===== src/rtl/minisrc_pkg.sv =====
`default_nettype none
// ============================================================================
// Module   : minisrc_pkg
// Brief    : MiniSRC opcode encodings, control-unit states and opcode classes.
// Revision : 1.0
// ============================================================================
package minisrc_pkg;

  localparam logic [4:0] OP_LD   = 5'b00000;
  localparam logic [4:0] OP_LDI  = 5'b00001;
  localparam logic [4:0] OP_ST   = 5'b00010;
  localparam logic [4:0] OP_ADD  = 5'b00011;
  localparam logic [4:0] OP_SUB  = 5'b00100;
  localparam logic [4:0] OP_AND  = 5'b00101;
  localparam logic [4:0] OP_OR   = 5'b00110;
  localparam logic [4:0] OP_SHR  = 5'b00111;
  localparam logic [4:0] OP_SHRA = 5'b01000;
  localparam logic [4:0] OP_SHL  = 5'b01001;
  localparam logic [4:0] OP_ROR  = 5'b01010;
  localparam logic [4:0] OP_ROL  = 5'b01011;
  localparam logic [4:0] OP_ADDI = 5'b01100;
  localparam logic [4:0] OP_ANDI = 5'b01101;
  localparam logic [4:0] OP_ORI  = 5'b01110;
  localparam logic [4:0] OP_MUL  = 5'b01111;
  localparam logic [4:0] OP_DIV  = 5'b10000;
  localparam logic [4:0] OP_NEG  = 5'b10001;
  localparam logic [4:0] OP_NOT  = 5'b10010;
  localparam logic [4:0] OP_BR   = 5'b10011;
  localparam logic [4:0] OP_JR   = 5'b10100;
  localparam logic [4:0] OP_JAL  = 5'b10101;
  localparam logic [4:0] OP_IN   = 5'b10110;
  localparam logic [4:0] OP_OUT  = 5'b10111;
  localparam logic [4:0] OP_MFHI = 5'b11000;
  localparam logic [4:0] OP_MFLO = 5'b11001;
  localparam logic [4:0] OP_NOP  = 5'b11010;
  localparam logic [4:0] OP_HALT = 5'b11011;

  typedef enum logic [3:0] {
    ST_RESET = 4'd0,
    ST_T0    = 4'd1,
    ST_T1    = 4'd2,
    ST_T2    = 4'd3,
    ST_T3    = 4'd4,
    ST_T4    = 4'd5,
    ST_T5    = 4'd6,
    ST_T6    = 4'd7,
    ST_T7    = 4'd8,
    ST_HALT  = 4'd9
  } state_e;

  typedef enum logic [3:0] {
    CLS_NOP    = 4'd0,
    CLS_HALT   = 4'd1,
    CLS_ALU3   = 4'd2,
    CLS_IMM    = 4'd3,
    CLS_NEGNOT = 4'd4,
    CLS_LD     = 4'd5,
    CLS_ST     = 4'd6,
    CLS_BR     = 4'd7,
    CLS_JR     = 4'd8,
    CLS_JAL    = 4'd9,
    CLS_IN     = 4'd10,
    CLS_OUT    = 4'd11,
    CLS_MFHI   = 4'd12,
    CLS_MFLO   = 4'd13,
    CLS_MULDIV = 4'd14
  } op_class_e;

endpackage : minisrc_pkg
`default_nettype wire


===== src/rtl/ctrl_decode.sv =====
`default_nettype none
// ============================================================================
// Module   : ctrl_decode
// Brief    : Combinational opcode-to-class and ALU operation code mapping.
//            MUL_DIV_EN: when defined, mul/div decode as a real class.
// Revision : 1.0
// ============================================================================
module ctrl_decode
  import minisrc_pkg::*;
(
  input  logic [4:0] opcode,
  output op_class_e  op_class,
  output logic [4:0] alu_code
);

  always_comb begin
    op_class = CLS_NOP;
    alu_code = 5'd0;
    case (opcode)
      OP_ADD, OP_SUB, OP_AND, OP_OR, OP_SHR, OP_SHRA, OP_SHL, OP_ROR, OP_ROL: begin
        op_class = CLS_ALU3;
        alu_code = opcode;
      end
      OP_ADDI, OP_LDI: begin
        op_class = CLS_IMM;
        alu_code = OP_ADD;
      end
      OP_ANDI: begin
        op_class = CLS_IMM;
        alu_code = OP_AND;
      end
      OP_ORI: begin
        op_class = CLS_IMM;
        alu_code = OP_OR;
      end
      OP_NEG, OP_NOT: begin
        op_class = CLS_NEGNOT;
        alu_code = opcode;
      end
      OP_LD: begin
        op_class = CLS_LD;
        alu_code = OP_ADD;
      end
      OP_ST: begin
        op_class = CLS_ST;
        alu_code = OP_ADD;
      end
      OP_BR: begin
        op_class = CLS_BR;
        alu_code = OP_ADD;
      end
      OP_JR:   op_class = CLS_JR;
      OP_JAL:  op_class = CLS_JAL;
      OP_IN:   op_class = CLS_IN;
      OP_OUT:  op_class = CLS_OUT;
      OP_MFHI: op_class = CLS_MFHI;
      OP_MFLO: op_class = CLS_MFLO;
      OP_HALT: op_class = CLS_HALT;
`ifdef MUL_DIV_EN
      OP_MUL, OP_DIV: begin
        op_class = CLS_MULDIV;
        alu_code = opcode;
      end
`endif
      default: begin
        op_class = CLS_NOP;
        alu_code = 5'd0;
      end
    endcase
  end

endmodule : ctrl_decode
`default_nettype wire


===== src/rtl/control_unit.sv =====
`default_nettype none
// ============================================================================
// Module   : control_unit
// Brief    : Hardwired Moore control unit for the MiniSRC datapath (T0-T7).
//            MUL_DIV_EN: when defined, enables the mul/div execute sequence.
// Revision : 1.0
// ============================================================================
module control_unit
  import minisrc_pkg::*;
(
  input  logic        clk,
  input  logic        reset,
  input  logic        stop,
  input  logic [31:0] IR_Data,
  input  logic        CON_out,
  output logic        run,
  output logic        clr,
  output logic        PC_in,
  output logic        IR_in,
  output logic        Y_in,
  output logic        Z_in,
  output logic        HI_in,
  output logic        LO_in,
  output logic        MAR_in,
  output logic        MDR_in,
  output logic        OutPort_in,
  output logic        IncPC,
  output logic        PC_out,
  output logic        Zhigh_out,
  output logic        Zlow_out,
  output logic        HI_out,
  output logic        LO_out,
  output logic        MDR_out,
  output logic        InPort_out,
  output logic        C_out,
  output logic        Read,
  output logic        Write,
  output logic        Gra,
  output logic        Grb,
  output logic        Grc,
  output logic        Rin,
  output logic        Rout,
  output logic        BAout,
  output logic        CON_in,
  output logic [4:0]  alu_instruction_bits
);

  state_e     r_state;
  state_e     w_state_nxt;
  op_class_e  w_cls;
  logic [4:0] w_alu_code;
  logic       w_is_ldi;
  logic       w_exec;
  logic       w_ir_unused;

  // Only the opcode field steers control; operand fields belong to the datapath.
  assign w_ir_unused = ^IR_Data[26:0];
  assign w_is_ldi    = (IR_Data[31:27] == OP_LDI);

  ctrl_decode u_decode (
    .opcode   (IR_Data[31:27]),
    .op_class (w_cls),
    .alu_code (w_alu_code)
  );

  always_ff @(posedge clk or negedge reset) begin
    if (!reset) r_state <= ST_RESET;
    else        r_state <= w_state_nxt;
  end

  always_comb begin
    w_state_nxt = r_state;
    case (r_state)
      ST_RESET: w_state_nxt = ST_T0;
      ST_T0:    w_state_nxt = ST_T1;
      ST_T1:    w_state_nxt = ST_T2;
      ST_T2: begin
        case (w_cls)
          CLS_NOP:  w_state_nxt = ST_T0;
          CLS_HALT: w_state_nxt = ST_HALT;
          default:  w_state_nxt = ST_T3;
        endcase
      end
      ST_T3: begin
        case (w_cls)
          CLS_JR, CLS_IN, CLS_OUT, CLS_MFHI, CLS_MFLO: w_state_nxt = ST_T0;
          default:                                     w_state_nxt = ST_T4;
        endcase
      end
      ST_T4: begin
        case (w_cls)
          CLS_NEGNOT, CLS_JAL: w_state_nxt = ST_T0;
          default:             w_state_nxt = ST_T5;
        endcase
      end
      ST_T5: begin
        case (w_cls)
          CLS_ALU3, CLS_IMM: w_state_nxt = ST_T0;
          default:           w_state_nxt = ST_T6;
        endcase
      end
      ST_T6: begin
        case (w_cls)
          CLS_BR, CLS_MULDIV: w_state_nxt = ST_T0;
          default:            w_state_nxt = ST_T7;
        endcase
      end
      ST_T7:   w_state_nxt = ST_T0;
      ST_HALT: w_state_nxt = ST_HALT;
      default: w_state_nxt = ST_RESET;
    endcase
    // A halt request only takes effect at an instruction boundary.
    if (w_state_nxt == ST_T0 && stop) w_state_nxt = ST_HALT;
  end

  assign w_exec = (r_state == ST_T3) || (r_state == ST_T4) || (r_state == ST_T5) ||
                  (r_state == ST_T6) || (r_state == ST_T7);

  always_comb begin
    PC_in = 1'b0;      IR_in = 1'b0;      Y_in = 1'b0;       Z_in = 1'b0;
    HI_in = 1'b0;      LO_in = 1'b0;      MAR_in = 1'b0;     MDR_in = 1'b0;
    OutPort_in = 1'b0; IncPC = 1'b0;      PC_out = 1'b0;     Zhigh_out = 1'b0;
    Zlow_out = 1'b0;   HI_out = 1'b0;     LO_out = 1'b0;     MDR_out = 1'b0;
    InPort_out = 1'b0; C_out = 1'b0;      Read = 1'b0;       Write = 1'b0;
    Gra = 1'b0;        Grb = 1'b0;        Grc = 1'b0;        Rin = 1'b0;
    Rout = 1'b0;       BAout = 1'b0;      CON_in = 1'b0;
    clr = (r_state == ST_RESET);
    run = (r_state == ST_T0) || (r_state == ST_T1) || (r_state == ST_T2) || w_exec;
    alu_instruction_bits = w_exec ? w_alu_code : 5'd0;

    case (r_state)
      ST_T0: begin
        PC_out = 1'b1; MAR_in = 1'b1; IncPC = 1'b1; Z_in = 1'b1;
      end
      ST_T1: begin
        Zlow_out = 1'b1; PC_in = 1'b1; Read = 1'b1; MDR_in = 1'b1;
      end
      ST_T2: begin
        MDR_out = 1'b1; IR_in = 1'b1;
      end
      ST_T3: begin
        case (w_cls)
          CLS_ALU3:   begin Grb = 1'b1; Rout = 1'b1; Y_in = 1'b1; end
          CLS_IMM:    begin Grb = 1'b1; Rout = !w_is_ldi; BAout = w_is_ldi; Y_in = 1'b1; end
          CLS_NEGNOT: begin Grb = 1'b1; Rout = 1'b1; Z_in = 1'b1; end
          CLS_LD,
          CLS_ST:     begin Grb = 1'b1; BAout = 1'b1; Y_in = 1'b1; end
          CLS_BR:     begin Gra = 1'b1; Rout = 1'b1; CON_in = 1'b1; end
          CLS_JR:     begin Gra = 1'b1; Rout = 1'b1; PC_in = 1'b1; end
          CLS_JAL:    begin PC_out = 1'b1; Grb = 1'b1; Rin = 1'b1; end
          CLS_IN:     begin InPort_out = 1'b1; Gra = 1'b1; Rin = 1'b1; end
          CLS_OUT:    begin Gra = 1'b1; Rout = 1'b1; OutPort_in = 1'b1; end
          CLS_MFHI:   begin HI_out = 1'b1; Gra = 1'b1; Rin = 1'b1; end
          CLS_MFLO:   begin LO_out = 1'b1; Gra = 1'b1; Rin = 1'b1; end
`ifdef MUL_DIV_EN
          CLS_MULDIV: begin Gra = 1'b1; Rout = 1'b1; Y_in = 1'b1; end
`endif
          default: ;
        endcase
      end
      ST_T4: begin
        case (w_cls)
          CLS_ALU3:   begin Grc = 1'b1; Rout = 1'b1; Z_in = 1'b1; end
          CLS_IMM,
          CLS_LD,
          CLS_ST:     begin C_out = 1'b1; Z_in = 1'b1; end
          CLS_NEGNOT: begin Zlow_out = 1'b1; Gra = 1'b1; Rin = 1'b1; end
          CLS_BR:     begin PC_out = 1'b1; Y_in = 1'b1; end
          CLS_JAL:    begin Gra = 1'b1; Rout = 1'b1; PC_in = 1'b1; end
`ifdef MUL_DIV_EN
          CLS_MULDIV: begin Grb = 1'b1; Rout = 1'b1; Z_in = 1'b1; end
`endif
          default: ;
        endcase
      end
      ST_T5: begin
        case (w_cls)
          CLS_ALU3,
          CLS_IMM:    begin Zlow_out = 1'b1; Gra = 1'b1; Rin = 1'b1; end
          CLS_LD,
          CLS_ST:     begin Zlow_out = 1'b1; MAR_in = 1'b1; end
          CLS_BR:     begin C_out = 1'b1; Z_in = 1'b1; end
`ifdef MUL_DIV_EN
          CLS_MULDIV: begin Zlow_out = 1'b1; LO_in = 1'b1; end
`endif
          default: ;
        endcase
      end
      ST_T6: begin
        case (w_cls)
          CLS_LD:     begin Read = 1'b1; MDR_in = 1'b1; end
          CLS_ST:     begin Gra = 1'b1; Rout = 1'b1; MDR_in = 1'b1; end
          // CON flip-flop was loaded in T3, so it is settled by now.
          CLS_BR:     begin Zlow_out = 1'b1; PC_in = CON_out; end
`ifdef MUL_DIV_EN
          CLS_MULDIV: begin Zhigh_out = 1'b1; HI_in = 1'b1; end
`endif
          default: ;
        endcase
      end
      ST_T7: begin
        case (w_cls)
          CLS_LD:  begin MDR_out = 1'b1; Gra = 1'b1; Rin = 1'b1; end
          CLS_ST:  Write = 1'b1;
          default: ;
        endcase
      end
      default: ;
    endcase
  end

endmodule : control_unit
`default_nettype wire


===== config.mk =====
export PLATFORM = sky130hd
export DESIGN_NAME = control_unit
export DESIGN_NICKNAME = d
export VERILOG_FILES = /design/src/rtl/minisrc_pkg.sv /design/src/rtl/ctrl_decode.sv /design/src/rtl/control_unit.sv
export SDC_FILE = /design/constraint.sdc
export NUM_CORES = 1
export LEC_CHECK = 0
export ABC_AREA = 1
export CAP_MARGIN = 0
export CORE_ASPECT_RATIO = 1.4
export CORE_MARGIN = 2
export CORE_UTILIZATION = 35
export CTS_CLUSTER_DIAMETER = 80
export CTS_CLUSTER_SIZE = 10
export DETAILED_ROUTE_END_ITERATION = 8
export GPL_ROUTABILITY_DRIVEN = 0
export PLACE_DENSITY = 0.85
export SYNTH_ARGS = -nofsm -noshare
export SYNTH_HDL_FRONTEND = slang
export SYNTH_SLANG_ARGS = --single-unit

===== constraint.sdc =====
create_clock -name clk -period 1.7 [get_ports clk]
set_input_delay 0.255 -clock clk [delete_from_list [all_inputs] [get_ports clk]]
set_output_delay 0.255 -clock clk [all_outputs]
set_load 0.01 [all_outputs]

Figure 1. Wires at chosen ports, followed through buffers (run 1).
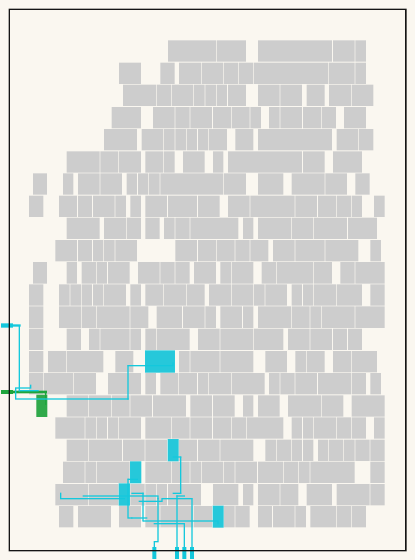
alu_instruction_bits -> cyan  # bits 5, direction output, end cells 5, buffers 5, wire 118 µm
HI_in -> green  # bits 1, direction output, end cells 1, buffers 0, wire 5.40 µm

Figure 2. Placement view (run 1).
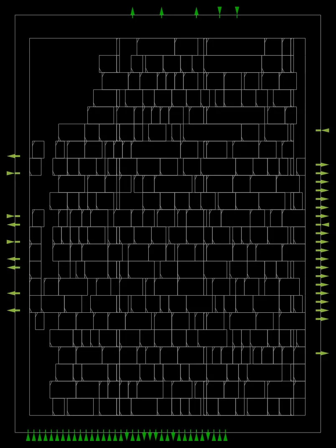
Final Util: 81.0%
num tapcells: 36
Flops: 4
site row count: 22

==> flow_metrics.py, run 1 <==
# Metrics from the implementation run
metrics = {
    "yosys": {
        "common_cells": "38 x nand2_1, 30 x inv_1, 30 x nor2_1",
        "synth_area_um2": 968,
        "synth_top_area_share_pct": 14.7,
        "synth-area-yosys_um2": 968,
        "ff_type": "dfrtp_1",
        "syn_area_per_cell_um2": 5.29,
        "ys.flops": 4,
        "synth-async-reset-ratio_pct": 100,
    },
    "run_status": {
        "violations": "negative setup slack",
        "outcome": "finished, violations left",
    },
    "final_layout": {
        "inv_count": 32,
        "seqCellArea_um2": 100,
        "top_register": "r_state",
        "seq_share_pct": 4.73,
        "layout-drive-gt1-share_pct": 65.1,
        "buffer_area_share_pct": 40.9,
        "clock_area_share_pct": 1.06,
        "comb-cell-share_pct": 45.3,
        "clkbuf_count": 3,
        "diodes": 0,
        "stdcell_count": 334,
        "non_clock_buffer_count": 117,
    },
    "setup_path": {
        "timing.rr.end": "r_state[3]$_DFF_PN0_",
        "crit_path_cell_trace": "nor2_2 -> inv_2 -> nor3_4 -> nand2_1 -> nand2_1 -> nor2_1 -> o2111ai_2 -> buf_2",
        "critPathSlowestCell": "dfrtp_1",
        "critical_path_class": "register to output port",
        "crit_buf_inv": 2,
        "slowest_delay_ps": 420,
        "cp.depth": 8,
        "crit_path_frequent_cell": "nand2_1",
        "cp-end-kind": "output port",
        "critPathTopFamily": "simple AND/OR/NAND/NOR gates",
        "regToRegSetupSlack_ps": -60,
    },
    "die": {
        "ioPinCount": 70,
        "fp.dieH_um": 66.2,
    },
    "pwr": {
        "power_switching_w": 0.00101,
        "swShare_pct": 51.0,
        "p_clk_share_pct": 6.2,
        "combinationalPowerShare_pct": 84.9,
        "power.share.sequential_pct": 8.9,
    },
    "sta": {
        "fin_crit_sh_pct": 119,
        "holdWs_ps": 216,
        "timing.final.ws_setup_ps": -317,
        "setup_viol": 29,
    },
    "grt": {
        "gr-total-overflow": 0,
        "use_met3_pct": 6.56,
    },
    "drt": {
        "met2_length_mm": 2.90,
        "vias": 1883,
    },
    "place": {
        "place_ws_ps": -897,
    },
    "clocking": {
        "cts_setup_buffers": 12,
        "cts_resized": 215,
    },
}
Figure 3. Placement density heat map (run 1).
5 x 7 tiles, from black (low) to pale yellow (high), 0 to 100% covered.
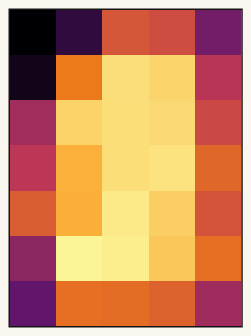
nearly empty tiles = 2.9%
densest ninth of the die = center
emptiest ninth of the die = upper left

run 1: logic make-up (layout without fill, tap and decap cells):
logic type,after synthesis,after routing,share of synthesized area [%]
other cells,1,3,0.387
buf+inv,39,152,17.8
flops,4,4,10.3
compound gates,23,23,14.9
simple gates,116,116,56.6
run 1: per-stage QoR:
stage	area, µm²	power (W)	TNS [ps]
2_1_floorplan	982	0.000750	0
3_3_place_gp	1820	0.00149	-19370
3_5_place_dp	1820	0.00152	-20500
4_1_cts	2020	0.00175	-1080
5_1_grt	2120	0.00208	-5360
6_report	2120	0.00199	-3590
run 1: worst register-to-register path: stages, from the launching register on:
cell	delay [ps]
dfrtp_1	420
buf_4	170
nand2_2	80
nor2_2	50
inv_2	100
nor2_4	50
buf_4	120
buf_4	120
nor3_1	200
nand4_1	160
nand2_1	100
nand2_1	50
Figure 4. Routed metal per tile (run 1).
10 x 13 tiles, from black (low) to pale yellow (high), scaled to the fullest tile. Values are wire area over tile area, all layers added.
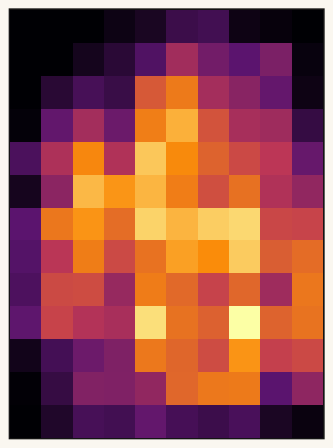

--- run 2 (diff from run 1) ---
Settings changed: CORE_MARGIN 2 to not set.
Figure 5. Routed metal per tile (run 2).
9 x 13 tiles, from black (low) to pale yellow (high), scaled to the fullest tile. Values are wire area over tile area, all layers added.
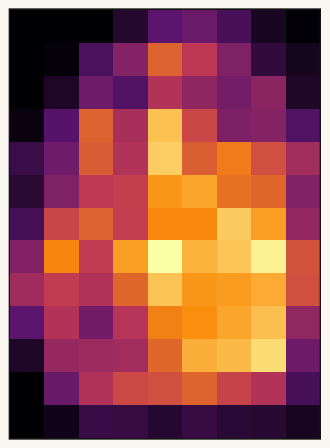
fullest tile = 0.83
emptiest ninth of the die = upper left
densest ninth of the die = center
nearly empty tiles = 7.7%
mean over tiles = 0.36
tiles over half the peak = 42%

==> run 2 against run 1 <==
Effect of this change:
- the run still ends with negative setup slack left
- final area shrank 2.1%
- fmax rose by 3.8%
- clock skew shrank 4.3 ps
- combinational power hardly changed
- register-to-register slack got worse by 40 ps
- utilization shrank 1.7 points
- total power increased by 1.5%
- hold slack gained 14 ps
- setup slack improved by 73 ps
- clock power is 7% lower
- wire length is 3.1% higher
- non-clock buffer count shrank 9
- critical path type is now primary input to output port
==> flow_metrics.py, run 2 <==
# Metrics from the implementation run
metrics = {
    "pwr": {
        "power_switching_w": 0.00106,
        "combinationalPowerShare_pct": 83.6,
        "power_w": 0.00202,
        "swShare_pct": 52.6,
        "power.share.sequential_pct": 10.8,
        "p_clk_share_pct": 5.6,
    },
    "final_layout": {
        "top_register": "r_state",
        "layout-drive-gt1-share_pct": 64.0,
        "postLayoutCellArea_um2": 2070,
        "largest_reg_flops": 4,
        "fin_util_pct": 79.3,
        "diodes": 0,
        "stdcell_count": 325,
    },
    "yosys": {
        "synth-async-reset-ratio_pct": 100,
        "ff_type": "dfrtp_1",
        "synth-area-yosys_um2": 968,
        "synth_area_um2": 968,
        "synth_top_area_share_pct": 14.7,
        "ys.flops": 4,
        "common_cells": "38 x nand2_1, 30 x inv_1, 30 x nor2_1",
        "ys_seq_share_pct": 10.3,
    },
    "die": {
        "core_um2": 2620,
        "fp.dieH_um": 64.2,
        "ioPinCount": 70,
    },
    "run_status": {
        "violations": "negative setup slack",
        "outcome": "finished, violations left",
    },
    "clocking": {
        "cts-root-buf": "clkbuf_4",
    },
    "drt": {
        "vias": 1887,
        "totalWireLength_mm": 5.98,
    },
    "setup_path": {
        "critical_path_class": "primary input to output port",
        "cp-end-kind": "output port",
        "critPathTopFamily": "simple AND/OR/NAND/NOR gates",
        "regToRegSetupSlack_ps": -100,
        "timing.rr.end": "r_state[3]$_DFF_PN0_",
        "crit_buf_inv": 3,
        "slowest_delay_ps": 240,
        "cp.required_ps": 1440,
        "critPathSlowestCell": "o21ai_0",
        "cp.depth": 10,
        "crit_path_cell_trace": "buf_4 -> nor2_4 -> nand2_2 -> nor2_4 -> nor2_2 -> nand3_2 -> buf_4 -> nor2_1 -> o21ai_0 -> buf_2",
    },
    "sta": {
        "timing.final.ws_setup_ps": -244,
        "fin_tns_setup_ps": -3320,
        "setup_viol": 28,
        "holdWs_ps": 230,
    },
    "grt": {
        "gr-total-overflow": 0,
    },
    "place": {
        "place_area_um2": 1810,
        "place_ws_ps": -918,
    },
}
==> run 2: cell counts after synthesis <==
Identical to the previous run, type by type.
==> run 2: repair_timing <==
action,in CTS,in global routing
setup endpoints to repair,34,32
hold buffers,0,0
pin swaps,17,18
setup buffers,3,8
gates resized,205,48
==> run 2: kinds of logic after synthesis <==
| kind of cell | count (synthesis) | share of synthesized area (%) |
|---|---|---|
| AND/OR/NAND/NOR | 116 | 56.6 |
| other | 1 | 0.387 |
| flip-flops | 4 | 10.3 |
| buffers and inverters | 39 | 17.8 |
| AND-OR/OR-AND | 23 | 14.9 |
==> run 2: cell type report <==
type / count / area, µm²
clock buffer: 3 / 22.5
fill: 177 / 542
inverter: 32 / 130
multi-input combinational: 142 / 977
sequential: 4 / 103
tap: 36 / 45.0
timing repair buffer: 108 / 796
Power is estimated from default activity; no workload was simulated.
